## src/rtl/serial_adder_ctrl_if.sv

```systemverilog
`default_nettype none
// ============================================================================
// Module      : serial_adder_ctrl_if
// Description : Operand/result handshake bundle for the bit-serial adder.
//               The master side produces operands and consumes results;
//               the slave side is the adder controller.
// Revision    : 1.0 - initial release
// ============================================================================
interface serial_adder_ctrl_if #(
  parameter int DATA_WIDTH = 4
);
  logic [DATA_WIDTH-1:0] in_a;
  logic [DATA_WIDTH-1:0] in_b;
  logic                  in_ci;
  logic                  in_vld;
  logic                  in_rd;
  logic [DATA_WIDTH-1:0] out_s;
  logic                  out_co;
  logic                  out_vld;
  logic                  out_rd;
  logic                  busy;

  modport master (
    output in_a, in_b, in_ci, in_vld, out_rd,
    input  in_rd, out_s, out_co, out_vld, busy
  );

  modport slave (
    input  in_a, in_b, in_ci, in_vld, out_rd,
    output in_rd, out_s, out_co, out_vld, busy
  );
endinterface
`default_nettype wire

```

## src/rtl/serial_adder_ctrl.sv

```systemverilog
`default_nettype none
// ============================================================================
// Module      : serial_adder_ctrl
// Description : Bit-serial adder controller. A single full-adder cell is
//               reused for DATA_WIDTH cycles to produce a DATA_WIDTH-bit sum
//               plus carry-out, with valid/ready handshakes on both sides.
// Revision    : 1.0 - initial release
// ============================================================================
module serial_adder_ctrl #(
  parameter int DATA_WIDTH = 4
) (
  input  logic               clk,
  input  logic               rst,
  serial_adder_ctrl_if.slave bus
);

  localparam int CNT_W = (DATA_WIDTH > 1) ? $clog2(DATA_WIDTH) : 1;
  localparam logic [CNT_W-1:0] c_CNT_LAST = CNT_W'(DATA_WIDTH - 1);

  typedef enum logic [1:0] {
    ST_IDLE = 2'd0,
    ST_RUN  = 2'd1,
    ST_DONE = 2'd2
  } state_t;

  state_t                state_q;
  logic [DATA_WIDTH-1:0] a_sh_q;
  logic [DATA_WIDTH-1:0] b_sh_q;
  logic [DATA_WIDTH-1:0] sum_q;
  logic                  carry_q;
  logic [CNT_W-1:0]      cnt_q;
  logic                  in_rd_q;
  logic                  out_vld_q;
  logic                  busy_q;

  logic                  s_d;
  logic                  co_d;
  logic [DATA_WIDTH-1:0] sum_shift_d;

  // The one shared full-adder cell, fed by the LSBs of the operand shifters.
  always_comb begin
    s_d  = a_sh_q[0] ^ b_sh_q[0] ^ carry_q;
    co_d = (a_sh_q[0] & b_sh_q[0]) | (a_sh_q[0] & carry_q) | (b_sh_q[0] & carry_q);
  end

  // New sum bits enter at the MSB so that after DATA_WIDTH shifts bit i sits at i.
  if (DATA_WIDTH == 1) begin : g_sum_w1
    assign sum_shift_d = s_d;
  end else begin : g_sum_wn
    assign sum_shift_d = {s_d, sum_q[DATA_WIDTH-1:1]};
  end

  // Control FSM with datapath registers and registered handshake outputs.
  always_ff @(posedge clk) begin
    if (rst) begin
      state_q   <= ST_IDLE;
      a_sh_q    <= '0;
      b_sh_q    <= '0;
      sum_q     <= '0;
      carry_q   <= 1'b0;
      cnt_q     <= '0;
      in_rd_q   <= 1'b1;
      out_vld_q <= 1'b0;
      busy_q    <= 1'b0;
    end else begin
      case (state_q)
        ST_IDLE: begin
          if (bus.in_vld && in_rd_q) begin
            a_sh_q  <= bus.in_a;
            b_sh_q  <= bus.in_b;
            carry_q <= bus.in_ci;
            cnt_q   <= '0;
            in_rd_q <= 1'b0;
            busy_q  <= 1'b1;
            state_q <= ST_RUN;
          end
        end
        ST_RUN: begin
          a_sh_q  <= a_sh_q >> 1;
          b_sh_q  <= b_sh_q >> 1;
          carry_q <= co_d;
          sum_q   <= sum_shift_d;
          if (cnt_q == c_CNT_LAST) begin
            out_vld_q <= 1'b1;
            state_q   <= ST_DONE;
          end else begin
            cnt_q <= cnt_q + CNT_W'(1);
          end
        end
        ST_DONE: begin
          // Sum and carry registers are untouched here, so they hold under backpressure.
          if (bus.out_rd) begin
            out_vld_q <= 1'b0;
            busy_q    <= 1'b0;
            in_rd_q   <= 1'b1;
            state_q   <= ST_IDLE;
          end
        end
        default: begin
          out_vld_q <= 1'b0;
          busy_q    <= 1'b0;
          in_rd_q   <= 1'b1;
          state_q   <= ST_IDLE;
        end
      endcase
    end
  end

  assign bus.in_rd   = in_rd_q;
  assign bus.out_vld = out_vld_q;
  assign bus.busy    = busy_q;
  assign bus.out_s   = sum_q;
  assign bus.out_co  = carry_q;

endmodule
`default_nettype wire

```

## src/flat_wrapper.sv

```systemverilog
// flat-port wrapper written by rule: the top's interface ports become plain ports
module serial_adder_ctrl_flat 
#(
  parameter int DATA_WIDTH = 4
)
  (clk, rst, bus_in_a, bus_in_b, bus_in_ci, bus_in_vld, bus_out_rd, bus_in_rd, bus_out_s, bus_out_co, bus_out_vld, bus_busy);
  serial_adder_ctrl_if #(.DATA_WIDTH(DATA_WIDTH)) bus_i ();
  input  logic clk;
  input  logic rst;
  input wire logic [$bits(bus_i.in_a)-1:0] bus_in_a;
  input wire logic [$bits(bus_i.in_b)-1:0] bus_in_b;
  input wire logic [$bits(bus_i.in_ci)-1:0] bus_in_ci;
  input wire logic [$bits(bus_i.in_vld)-1:0] bus_in_vld;
  input wire logic [$bits(bus_i.out_rd)-1:0] bus_out_rd;
  output wire logic [$bits(bus_i.in_rd)-1:0] bus_in_rd;
  output wire logic [$bits(bus_i.out_s)-1:0] bus_out_s;
  output wire logic [$bits(bus_i.out_co)-1:0] bus_out_co;
  output wire logic [$bits(bus_i.out_vld)-1:0] bus_out_vld;
  output wire logic [$bits(bus_i.busy)-1:0] bus_busy;
  assign bus_i.in_a = bus_in_a;
  assign bus_i.in_b = bus_in_b;
  assign bus_i.in_ci = bus_in_ci;
  assign bus_i.in_vld = bus_in_vld;
  assign bus_i.out_rd = bus_out_rd;
  assign bus_in_rd = bus_i.in_rd;
  assign bus_out_s = bus_i.out_s;
  assign bus_out_co = bus_i.out_co;
  assign bus_out_vld = bus_i.out_vld;
  assign bus_busy = bus_i.busy;
  serial_adder_ctrl #(.DATA_WIDTH(DATA_WIDTH)) u_core (.clk(clk), .rst(rst), .bus(bus_i));
endmodule
```

## config.mk

```make
export PLATFORM = sky130hd
export DESIGN_NAME = serial_adder_ctrl_flat
export DESIGN_NICKNAME = d
export VERILOG_FILES = /design/src/rtl/serial_adder_ctrl_if.sv /design/src/rtl/serial_adder_ctrl.sv /design/src/flat_wrapper.sv
export SDC_FILE = /design/constraint.sdc
export NUM_CORES = 1
export LEC_CHECK = 0
export CORE_MARGIN = 1.5
export CORE_UTILIZATION = 45
export CTS_CLUSTER_DIAMETER = 60
export DETAILED_ROUTE_END_ITERATION = 8
export PLACE_DENSITY = 0.84
export RECOVER_POWER = 100
export SLEW_MARGIN = 20
export SYNTH_ARGS = -nofsm -noshare
export SYNTH_HDL_FRONTEND = slang
export SYNTH_SLANG_ARGS = --single-unit
```

## constraint.sdc

```tcl
create_clock -name clk -period 1.6 [get_ports clk]
set_input_delay 0.16 -clock clk [delete_from_list [all_inputs] [get_ports clk]]
set_output_delay 0.16 -clock clk [all_outputs]
set_load 0.03 [all_outputs]
```

Figure 1. Wire density map.
The die is cut into 10 by 10 equal tiles; dark blue is low, red is high, scaled to the fullest tile. Values are wire area over tile area, all layers added.
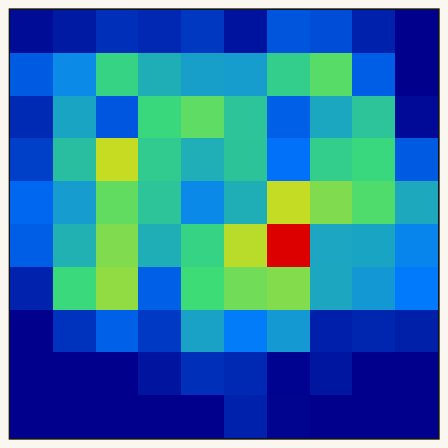
- nearly empty tiles: 18%
- fullest tile: 0.46
- mean over tiles: 0.12
- tiles over half the peak: 14%
- densest ninth of the die: centre

Figure 2. Clock routing.
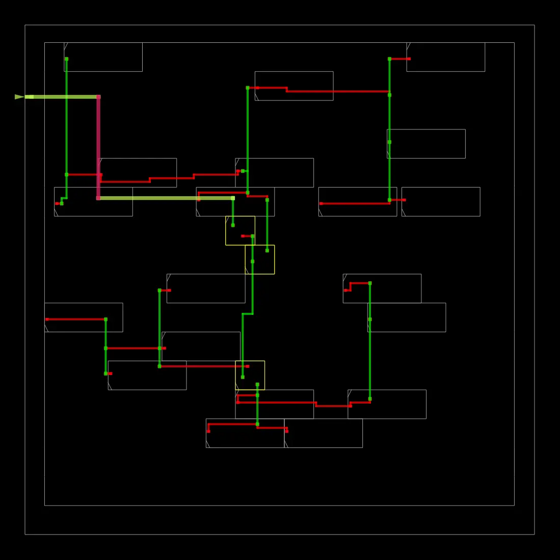
count of clock buffers in the final design: 3
Flops: 20
insertion delay at the late pin of the worst-skew pair: 280 ps

==> reports/results.env <==
DRV_CAP=0
NUMBER_OF_NETS_WITH_ANTENNA_VIOLATIONS_AFTER_DETAILED_ROUTING=0
AREA_SHARE_NONCLK_BUFFERS=0.190
ENDPOINT_KIND='output port'
POSTCTSHOLDBUFS=0
FINALMAXSLEWVIOLATIONS=0
AREA.SHARE.SEQUENTIAL=0.354
SYNTHAOIAREAFRAC=0.239
SETUP_VIOL=0
GRT_PASS1_VIAS=656
TIMING.CRITICAL_PATH.MAX_DELAY_FAMILY='buffers and inverters'
FLOORPLAN.ROWS=16
CRITICAL_PATH.ENDPOINT='bus_out_s[1]'
CRITICAL_PATH.SLOWEST_CELL='clkdlybuf4s50_1'
PWR-SHARE-COMB=0.225
STATUS='finished clean'
INITIAL_CORE_UTIL=0.472
MIN_DELAY_PATH_DEPTH=3
NETLIST_TOP_CELLS_COUNT='dfxtp_1, nand2_1, a21oi_1'
LAYOUT.NETS=131
SIMPLE_GATE_SHARE=0.141
CRIT-REG2REG-LAUNCH='u_core.state_q[1]$_SDFFE_PP0P_'
SEQ_POWER_uW=562
POST-SYNTH-TOP-COUNT-CELL='dfxtp_1'
UNREPAIRED_SETUP_ENDPOINTS_AFTER_GLOBAL_ROUTING='no'
WL_MET3_UM=75
TIGHTEST_SLEW_PS=402
TOP_POWER_GROUP='sequential cells'
POSTLAYOUTCELLAREA_MM2=0.00113
WORSTPATHBUFFERINVERTERCOUNT=1
COMBAREAFRACTION=0.403
HOLD_PATH.STARTPOINT='bus_in_b[3]'
GRT_USE_MET1=0.200
CTSROOTBUFFERMASTER='clkbuf_4'
ENABLE_FLOP_CELLS=0
DIEHEIGHT_UM=47.9
ROUTED.TOP_LAYER='met4'
Figure 3. Register map, names as in the netlist.
Scale bar: 10 um. Other sequential cells in the stronger grey, the rest of the logic in the fainter grey.
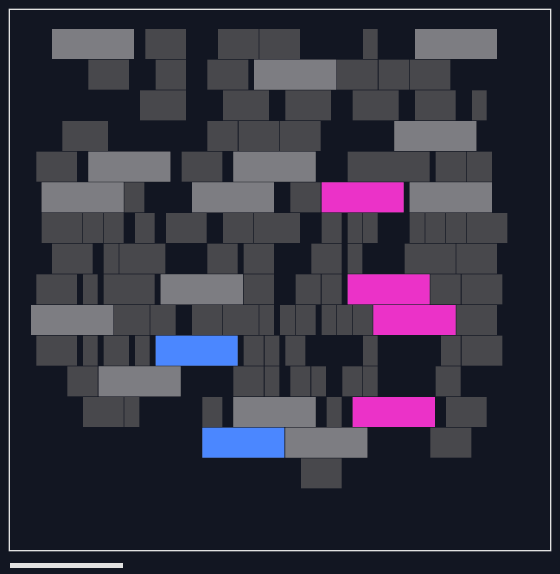
- magenta: u_core.bus.out_s (sequential cells 4)
- blue: u_core.state_q (sequential cells 2)
- not coloured: 14

Power is estimated from default activity; no workload was simulated.
